### src/rtl/umips_mmio_ctrl.sv
// MMIO block: LED word, LCD command/status words and scratch words; rd is combinational.
// LCD transfers take T_SETUP+T_PULSE+T_HOLD cycles; command writes while busy are dropped and flagged in OVF.
module umips_mmio_ctrl #(
    parameter int NREGS   = 32,
    parameter int LED_W   = 10,
    parameter int T_SETUP = 2,
    parameter int T_PULSE = 12,
    parameter int T_HOLD  = 2
) (
    input  logic             clk,
    input  logic             rst_n,
    input  logic             we,
    input  logic [3:0]       be,
    input  logic [31:0]      a0,
    input  logic [31:0]      wd,
    output logic [31:0]      rd,
    output logic [LED_W-1:0] LEDG,
    output logic             LCD_EN,
    output logic             LCD_RS,
    output logic             LCD_RW,
    output logic [7:0]       LCD_DATA,
    output logic             lcd_busy
);

    localparam int AW    = $clog2(NREGS);
    localparam int TMAX1 = (T_SETUP > T_PULSE) ? T_SETUP : T_PULSE;
    localparam int TMAX  = (TMAX1 > T_HOLD) ? TMAX1 : T_HOLD;
    localparam int CW    = (TMAX > 1) ? $clog2(TMAX) : 1;

    typedef enum logic [1:0] {IDLE, SETUP, PULSE, HOLD} lcd_state_t;

    lcd_state_t       state, state_nxt;
    logic [CW-1:0]    cnt, cnt_nxt;
    logic [31:0]      mem [NREGS];
    logic [AW-1:0]    idx;
    logic             ovf;
    logic             lcd_rs_q;
    logic [7:0]       lcd_data_q;
    logic             en_q;
    logic             busy;
    logic             cmd_wr;
    logic             cmd_acc;
    logic             ovf_set;
    logic             ovf_clr;
    logic             mem_wr;
    logic             unused_addr;

    assign idx         = a0[AW+1:2];
    assign unused_addr = ^{a0[31:AW+2], a0[1:0]};

    assign busy    = (state != IDLE);
    assign cmd_wr  = we && (idx == AW'(1));
    assign cmd_acc = cmd_wr && !busy;
    assign ovf_set = cmd_wr && busy;
    assign ovf_clr = we && (idx == AW'(2)) && be[0] && wd[1];
    assign mem_wr  = we && (idx != AW'(1)) && (idx != AW'(2));

    // Words 1 and 2 live outside the array; their array slots stay at reset value.
    always_ff @(posedge clk or negedge rst_n) begin
        if (!rst_n) begin
            for (int i = 0; i < NREGS; i++) begin
                mem[i] <= '0;
            end
        end else if (mem_wr) begin
            for (int b = 0; b < 4; b++) begin
                if (be[b]) begin
                    mem[idx][8*b +: 8] <= wd[8*b +: 8];
                end
            end
        end
    end

    always_ff @(posedge clk or negedge rst_n) begin
        if (!rst_n) begin
            ovf        <= 1'b0;
            lcd_rs_q   <= 1'b0;
            lcd_data_q <= '0;
        end else begin
            if (ovf_set) begin
                ovf <= 1'b1;
            end else if (ovf_clr) begin
                ovf <= 1'b0;
            end
            if (cmd_acc) begin
                lcd_rs_q   <= wd[8];
                lcd_data_q <= wd[7:0];
            end
        end
    end

    always_ff @(posedge clk or negedge rst_n) begin
        if (!rst_n) begin
            state <= IDLE;
            cnt   <= '0;
            en_q  <= 1'b0;
        end else begin
            state <= state_nxt;
            cnt   <= cnt_nxt;
            en_q  <= (state_nxt == PULSE);
        end
    end

    // Each phase loads its length minus one on entry and leaves when the count hits zero.
    always_comb begin
        state_nxt = state;
        cnt_nxt   = cnt;
        case (state)
            IDLE: begin
                if (cmd_acc) begin
                    state_nxt = SETUP;
                    cnt_nxt   = CW'(T_SETUP - 1);
                end
            end
            SETUP: begin
                if (cnt == '0) begin
                    state_nxt = PULSE;
                    cnt_nxt   = CW'(T_PULSE - 1);
                end else begin
                    cnt_nxt = cnt - CW'(1);
                end
            end
            PULSE: begin
                if (cnt == '0) begin
                    state_nxt = HOLD;
                    cnt_nxt   = CW'(T_HOLD - 1);
                end else begin
                    cnt_nxt = cnt - CW'(1);
                end
            end
            HOLD: begin
                if (cnt == '0) begin
                    state_nxt = IDLE;
                    cnt_nxt   = '0;
                end else begin
                    cnt_nxt = cnt - CW'(1);
                end
            end
            default: begin
                state_nxt = IDLE;
                cnt_nxt   = '0;
            end
        endcase
    end

    always_comb begin
        rd = mem[idx];
        if (idx == AW'(1)) begin
            rd = {23'b0, lcd_rs_q, lcd_data_q};
        end else if (idx == AW'(2)) begin
            rd = {30'b0, ovf, busy};
        end
    end

    assign LEDG     = mem[0][LED_W-1:0];
    assign LCD_EN   = en_q;
    assign LCD_RS   = lcd_rs_q;
    assign LCD_RW   = 1'b0;
    assign LCD_DATA = lcd_data_q;
    assign lcd_busy = busy;

endmodule

### config.mk
export PLATFORM = sky130hd
export DESIGN_NAME = umips_mmio_ctrl
export DESIGN_NICKNAME = d
export VERILOG_FILES = /design/src/rtl/umips_mmio_ctrl.sv
export SDC_FILE = /design/constraint.sdc
export NUM_CORES = 1
export LEC_CHECK = 0
export CORE_UTILIZATION = 50
export CTS_CLUSTER_DIAMETER = 200
export DETAILED_ROUTE_END_ITERATION = 8
export PLACE_DENSITY = 0.68
export SLEW_MARGIN = 30
export SYNTH_ARGS = -nofsm -noshare
export SYNTH_HDL_FRONTEND = slang
export SYNTH_SLANG_ARGS = --single-unit
### constraint.sdc
create_clock -name clk -period 3.3 [get_ports clk]
set_clock_uncertainty 0.1 [all_clocks]
set_input_delay 0.66 -clock clk [delete_from_list [all_inputs] [get_ports clk]]
set_output_delay 0.66 -clock clk [all_outputs]
set_load 0.05 [all_outputs]
==> impl_metrics.csv, run 1 <==
group,metric,value,unit
sta,maxSlewViolCount,0,
floorplanning,die_area,96800,um2
setup_path,startpoint_type,"input port",
clocking,cts_tree,"done",
clocking,cts_sinks,1040,
place,dp.cells,4529,
power_and_ir_drop,swShare,25.8,%
power_and_ir_drop,seqPwrFrac,45.7,%
global_routing,grt_start_max_net_pins,97,
run_status,outcome,"finished, violations left",
flow_run,maxCapViolCount,0,
global_routing,met2_usage,43.9,%
final_layout,inverters,3,
clocking,cts_buffers,109,
sta,fmax,0.300,GHz
sta,fin_crit_sh,101,%
sta,rsz0062_at_grt,"yes",
detailed_routing,finalWirelength,130000,um
synth,xor_area_share,0.0367,%
sta,fin_ws,-0.0293,ns
detailed_routing,routedLengthMet1,57400,um
global_routing,use_met1,38.2,%
final_layout,clock_area_share,6.29,%
final_layout,dominant_cells,"sequential cells",
sta,finalSetupViolations,1,
setup_path,cp_top_family,"buffers and inverters",
sta,max-slew-margin-rel,48.4,%
floorplanning,die_y,311,um
setup_path,r2r_start,"state[1]",
setup_path,max_stage_delay,0.63,ns
setup_path,crit_arrival,2.57,ns
setup_path,endpoint_kind,"primary output",
power_and_ir_drop,power-top-group,"registers",
place,dp_hpwl,86400,um
synth,top_cell,"dfrtp_1",
run_status,violations,"setup timing",
setup_path,reg2reg_to,"LCD_DATA[5]",
final_layout,nMultiInputCombCells,1730,
final_layout,lay_top_count,"dfrtp_1",
synth,flop_cell,"dfrtp_1",
### M1 wires, run 1

Bar = 100 um.
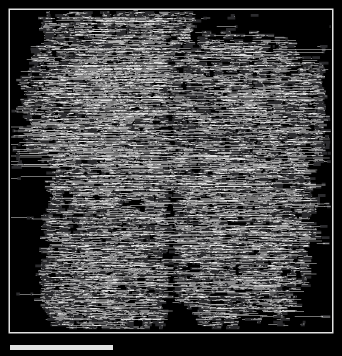
wire length on this layer = 57.4 mm
share of all routed wire = 44%
nets with wire on the layer = 3303
longest straight run = 65.5 um
main direction = horizontal

### Met2 routing, run 1

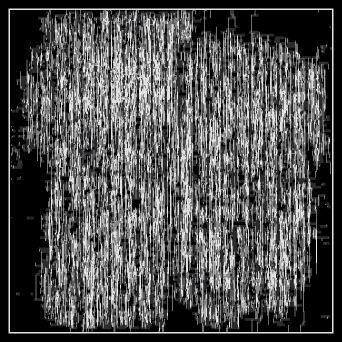
nets with wire on the layer = 3314
longest straight run = 94.0 um
main direction = vertical
wire length on this layer = 63.3 mm

### Metal 3, run 1

Bar = 100 um.
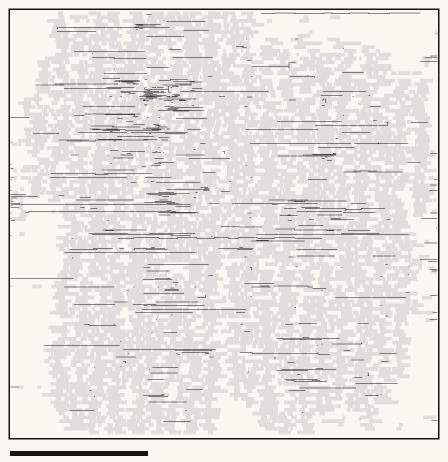
wire length on this layer = 6350 um
longest straight run = 130 um
share of all routed wire = 4.9%

### Cell placement, run 1

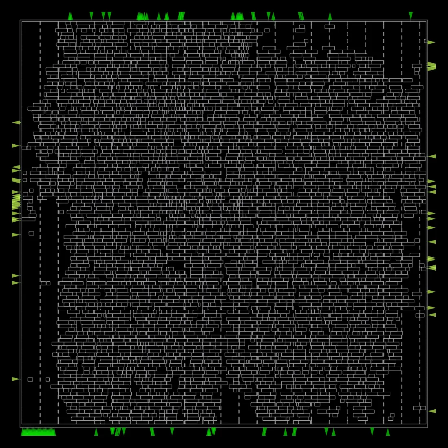
Flops: 1040
Final Util: 62.2%
Tap Cells: 1265
fill count: 6746

==> run 1 -> run 2 <==
- CTS_CLUSTER_SIZE: unset -> 12
==> impl_metrics.csv, run 2 <==
group,metric,value,unit
setup_path,cp_top_family,"buffers and inverters",
setup_path,endpoint_kind,"primary output",
synth,topCellsByArea,"dfrtp_1, mux2_2, mux4_2",
detailed_routing,finalWirelength,129000,um
detailed_routing,routedLengthMet1,56700,um
sta,finalSetupViolations,3,
final_layout,dominant_cells,"sequential cells",
synth,flop_cell,"dfrtp_1",
power_and_ir_drop,seqPwrFrac,49.5,%
sta,fmax,0.301,GHz
synth,ys_sh_aoi,3.15,%
final_layout,inverters,3,
place,dp.cells,4529,
synth,top_cell,"dfrtp_1",
final_layout,nFillCells,6906,
setup_path,crit_arrival,2.56,ns
clocking,cts_tree,"done",
sta,fin_ws,-0.0217,ns
detailed_routing,drc,0,
final_layout,lay_top_count,"dfrtp_1",
global_routing,met2_usage,43.9,%
floorplanning,die_y,311,um
setup_path,max_stage_delay,0.38,ns
global_routing,grt_start_max_net_pins,97,
floorplanning,n_tap_cell,1265,
clocking,cts_sinks,1040,
global_routing,use_met1,38.2,%
flow_run,maxCapViolCount,0,
place,dp_hpwl,86400,um
clocking,cts_buffers,96,
detailed_routing,dr.pass1.iters,5,
global_routing,antenna_found_initial,1,
power_and_ir_drop,swShare,26.3,%
final_layout,nMultiInputCombCells,1730,
power_and_ir_drop,power-top-group,"registers",
sta,maxSlewViolCount,0,
setup_path,r2r_start,"state[1]",
floorplanning,die_area,96800,um2
run_status,violations,"setup timing",
final_layout,clock_area_share,4.47,%
final_layout,final_core_util,60.7,%
min_path,hp-start,"mem[950]",
run_status,outcome,"finished, violations left",
synth,xor_area_share,0.0367,%
### Cell placement, run 2

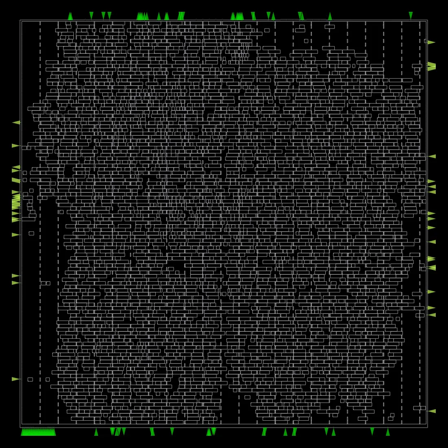
area of the core: 94900 um2
num rows: 113

### M1 wires, run 2

Bar = 100 um.
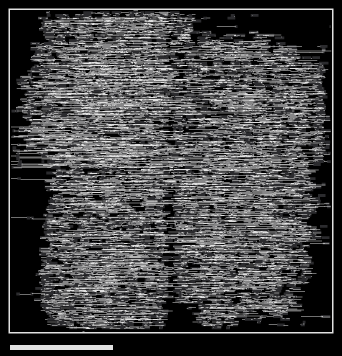
nets with wire on the layer = 3276
main direction = horizontal
wire length on this layer = 56.7 mm
longest straight run = 70.4 um

==> run 2 -> run 3 <==
- CORE_MARGIN: unset -> 10
==> impl_metrics.csv, run 3 <==
group,metric,value,unit
run_status,outcome,"finished, violations left",
run_status,violations,"setup timing",
detailed_routing,top_layer,"met5",
synth,flop_cell,"dfrtp_1",
setup_path,max_stage_delay,0.52,ns
clocking,cts_sinks,1040,
global_routing,met2_usage,39.3,%
synth,top_cell,"dfrtp_1",
detailed_routing,dr.pass1.iters,5,
min_path,hp-start,"mem[958]",
setup_path,crit_fanout,2,
flow_run,maxCapViolCount,0,
power_and_ir_drop,seqPwrFrac,49.8,%
sta,fin_ws,-0.0599,ns
floorplanning,core.rowCount,113,
synth,xor_area_share,0.0367,%
detailed_routing,drc,0,
sta,max-slew-margin-rel,51.1,%
synth,topCellsByArea,"dfrtp_1, mux2_2, mux4_2",
final_layout,flops,1040,
global_routing,grt_start_max_net_pins,106,
place,dp_hpwl,87300,um
synth,synth_nets,3143,
detailed_routing,finalWirelength,131000,um
final_layout,dominant_cells,"sequential cells",
detailed_routing,routedLengthMet1,56100,um
sta,finalSetupViolations,2,
floorplanning,core_area,94900,um2
sta,fmax,0.298,GHz
sta,maxSlewViolCount,0,
place,dp.cells,4509,
global_routing,antenna_found_initial,2,
floorplanning,die_area,108000,um2
clocking,cts_tree,"done",
floorplanning,die_y,329,um
setup_path,endpoint_kind,"primary output",
global_routing,use_met1,32.8,%
clocking,cts_buffers,96,
sta,rsz0062_at_grt,"yes",
final_layout,inverters,3,
power_and_ir_drop,power-top-group,"registers",
final_layout,final_core_util,60.5,%
final_layout,nFillCells,6974,
synth,top_area_cell,"dfrtp_1",
sta,fin_crit_sh,102,%
final_layout,nMultiInputCombCells,1730,
### M1 wires, run 3

Bar = 100 um.
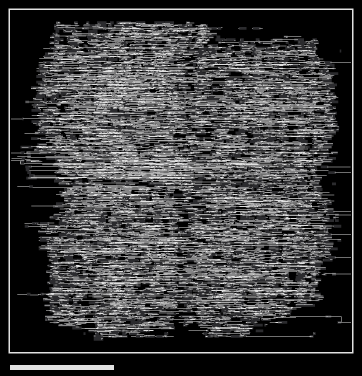
wire length on this layer = 56.1 mm
nets with wire on the layer = 3281
main direction = horizontal

### Metal 3, run 3

Bar = 100 um.
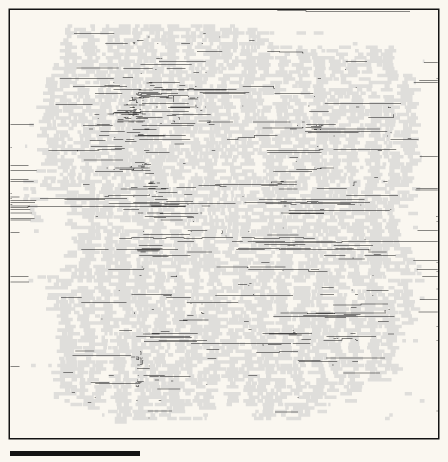
nets with wire on the layer = 283
longest straight run = 121 um
share of all routed wire = 5.4%
wire length on this layer = 7000 um
main direction = horizontal


==> notes/layouts.md <==
Pictures saved along the way, in no particular order.

Where the registers sit.
Plate I
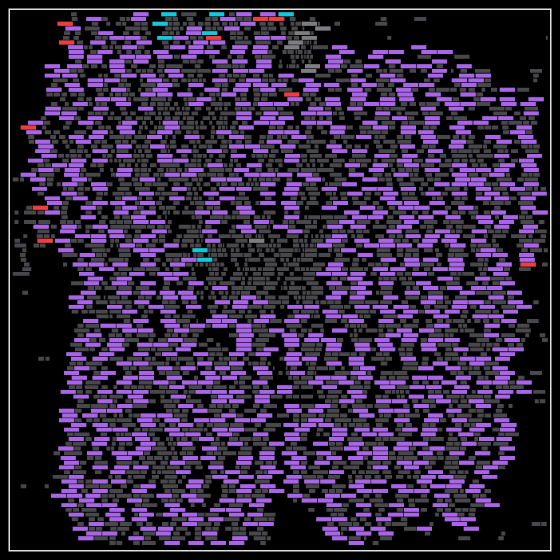
Plate II
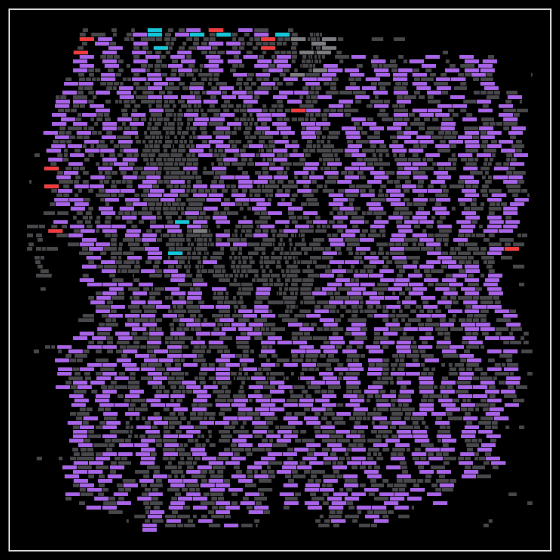
Plate I is run 2.
Plate II is run 3.

Key to Plate I:
`LEDG` -> red  # sequential cells 10
`mem` -> purple  # sequential cells 1013, where all over the die
`LCD_DATA` -> cyan  # sequential cells 8
not coloured = 9

Power is estimated from default activity; no workload was simulated.
